Design generic_bus_burst_subordinate_flat, sky130hd; sources not shown.
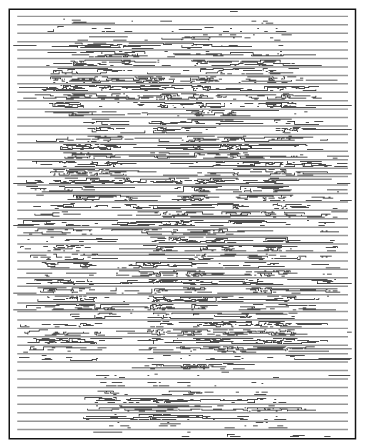
(images/m1.png)
Supply wires on this layer in gray.
The layer holds 43% of the routed length. The longest straight run is 51.5 µm.
M1 GR Usage: 29.8%
Vias: 5535
drt total wl: 18200 µm

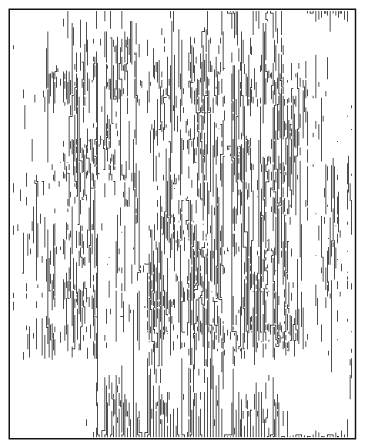
(images/m2.png)
The layer holds 49% of the routed length. The layer carries 8920 µm of wire. 751 nets have wire on it. The longest straight run is 54.2 µm. The wires run mostly vertical.
met2 usage: 38.1%

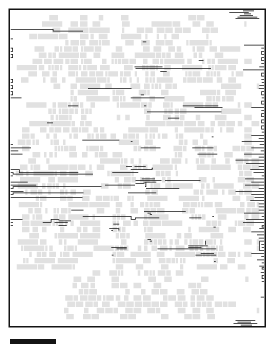
(images/m3.png)
Bar = 20 µm.
The layer carries 1060 µm of wire. The layer holds 5.8% of the routed length.
GR Layer Usage met3: 4.95%

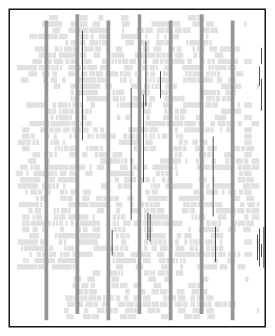
(images/m4.png)
Supply wires on this layer in gray.
15 nets have wire on it. The wires run mostly vertical. The layer carries 345 µm of wire. The longest straight run is 57.1 µm. The layer holds 1.9% of the routed length.

==> flow_summary.ini <==
; yosys + openroad results
[drt]
firstDrtPassIters = 5
dr_wl_met3_um = 1060
wire_per_inst_um = 19.0
remaining_drc_errors = 0
met1Wirelength_um = 7860
wl_met2_um = 8920
ant_nets = 0
drt_iter0_markers = 353
viasPerCell = 5.78
highest_layer = met4

[power]
internal_power_mw = 0.960
maxPowerGroup = registers
ir_drop_uv = 112
powerComb_mw = 0.317
swShare_pct = 32.5
switchingPower_mw = 0.462
p_clk_mw = 0.518
comb_power_share_pct = 22.3
p_leak_nw = 2.73
p_clk_share_pct = 36.5
pg_seq_mw = 0.586
powerDensity_nw_per_um2 = 198
design_power_total_mw = 1.42

[setup_path]
r2r_slack_ps = 2190
crit_chain = clkdlybuf4s50_1, nor4_1, nand4_1, nor4_4, and2_1, a21o_2, and3_4, and3_1, clkdlybuf4s50_1
crit_path_end_kind = output pin
reg2regPathDepth = 9
cp_slowest_cell = clkdlybuf4s50_1
criticalPathCategory = in2out
max_stage_delay_ps = 610
cp_num_buf_inv = 2
startpoint_type = input port
arrival_ps = 4290
critPathMaxFanout = 40
cp.depth = 9
crit_top_cell = clkdlybuf4s50_1
cp_top_family = simple AND/OR/NAND/NOR gates

[clock_tree]
clockBufferDepth = 2
cts.sinks = 59
cts_root_buf = clkbuf_16
cts_tree = done
cts-resized-gates = 0
tritoncts.num_buffers = 9
postCtsHoldBufs = 0
htreeDepth = 3
clkLatencyLatePin_ps = 340
path_clk_slew_ps = 60
postCtsSetupRepairBufs = 0

[die]
fp_util_pct = 40.4
die_h_um = 138
core_um2 = 14200
ios = 232
dieWidth_um = 111
row_count = 49

[logic_synthesis]
synthFlopType = dfrtp_1
syn_avg_cell_area_um2 = 8.26
synth_area_um2 = 5750
ys_warn_count = 0
synthArstFlopShare_pct = 100
yosysCellCount = 696
ys_area_um2 = 5750
common_cells = nor2_1 (80), dfrtp_1 (59), buf_4 (52), nand2_1 (43), and2_1 (39)
synthCells = 696
synth-seq-cells = 59
largest_area_cell = dfrtp_1
edf_count = 0
ys_top_cells_by_area = dfrtp_1 (26%), buf_4 (6.8%), mux2i_1 (5.2%), nor2_1 (5.2%), and2_1 (4.2%)
netlist-cell-type-count = 87
top_cell_area_share_pct = 25.7
ys_seq_share_pct = 25.7

[sta]
fin_ws_ps = 645
fin_hold_ws_ps = 459
fin_skew_ps = 8.66
finalClockPeriodUsage_pct = 88.9
setup-tns-final_ps = 0
fmax_mhz = 194
hold_viol_final = 0
tightest_slew_ps = 1010
setup_viol = 0
rsz0062_at_grt = false
period_needed_ps = 5160
maxSlewHeadroom_pct = 32.4

[grt]
grtUsageTotal_pct = 22.9
gr-total-overflow = 0
grt_max_degree = 70
grt_pass1_wl_um = 29000
grt_antenna_before_repair = 0
grt_pass1_vias = 5435

[placement]
place_area_um2 = 6880
gp_congestion = 0.833
dpl.hpwl_um = 13200
dp_slack_ps = 625
io_buffers = 144

[hold_path]
hp-class = reg2reg
worstHoldPathCells = 1

[finish]
design_area_um2 = 7160
largest_reg_flops = 31
antenna_cells = 0
fillCellCount = 1344
area_growth_pct = 24.5
finalNetCount = 904

[outcome]
status = complete, no violations

[flow_run]
cap_violations = 0
[logic make-up after synthesis]
kind of cell / count (synthesis) / share of synthesized area, %
and+or+nand+nor: 300 / 28.8
DFF: 59 / 25.7
other: 1 / 0.0652
xor gates and xnor gates: 19 / 2.89
buffers and inverters: 108 / 11.9
muxes: 56 / 10.7
adders and majority gates: 12 / 2.61
AOI/OAI and AO/OA: 141 / 17.5
[per-stage QoR]
step                util (%)  cells
floorplan                  -    702
detailed placement      48.3    942
finish                  50.3    958
global route            50.3    958
global placement        48.3    942
CTS                     50.3    958
[final cells by class]
class / count / area [µm²] / share of cell area (%)
Timing Repair Buffer: 150 / 1480 / 20.7
Clock inverter: 7 / 58.8 / 0.821
Multi-Input combinational cell: 535 / 3620 / 50.5
Tap cell: 178 / 223 / 3.11
Clock buffer: 9 / 225 / 3.15
Sequential cell: 59 / 1480 / 20.7
Inverter: 20 / 75.1 / 1.05
[placed cells by master, fill, tap and decap left out, types with 5 or more instances in the layout]
cell               n
dfrtp_1           58
nor2_1            79
ha_1              12
nand2_1           43
nor4b_1            5
nand3_1           22
buf_4              6
nand2b_1           8
xor2_1            10
o31ai_1            5
clkdlybuf4s50_1  143
a211oi_1           5
conb_1             7
nor2b_1            7
and2_1            39
mux2i_1           30
a21oi_1           36
and3_1            11
mux2_4             5
nand4_1           12
o21ai_0           24
nor3_1            21
mux2_2            20
clkbuf_16          9
a31oi_1           10
inv_1             20
o2bb2ai_1          5
nor4_1            13
xnor2_1            9
[per-layer routing]
layer | GRT usage, % | up-vias
met3 | 4.95 | 38
met1 | 29.8 | 2694
met5 | 0 | -
met2 | 38.1 | 185
met4 | 7.41 | 0
li1 | - | 2618
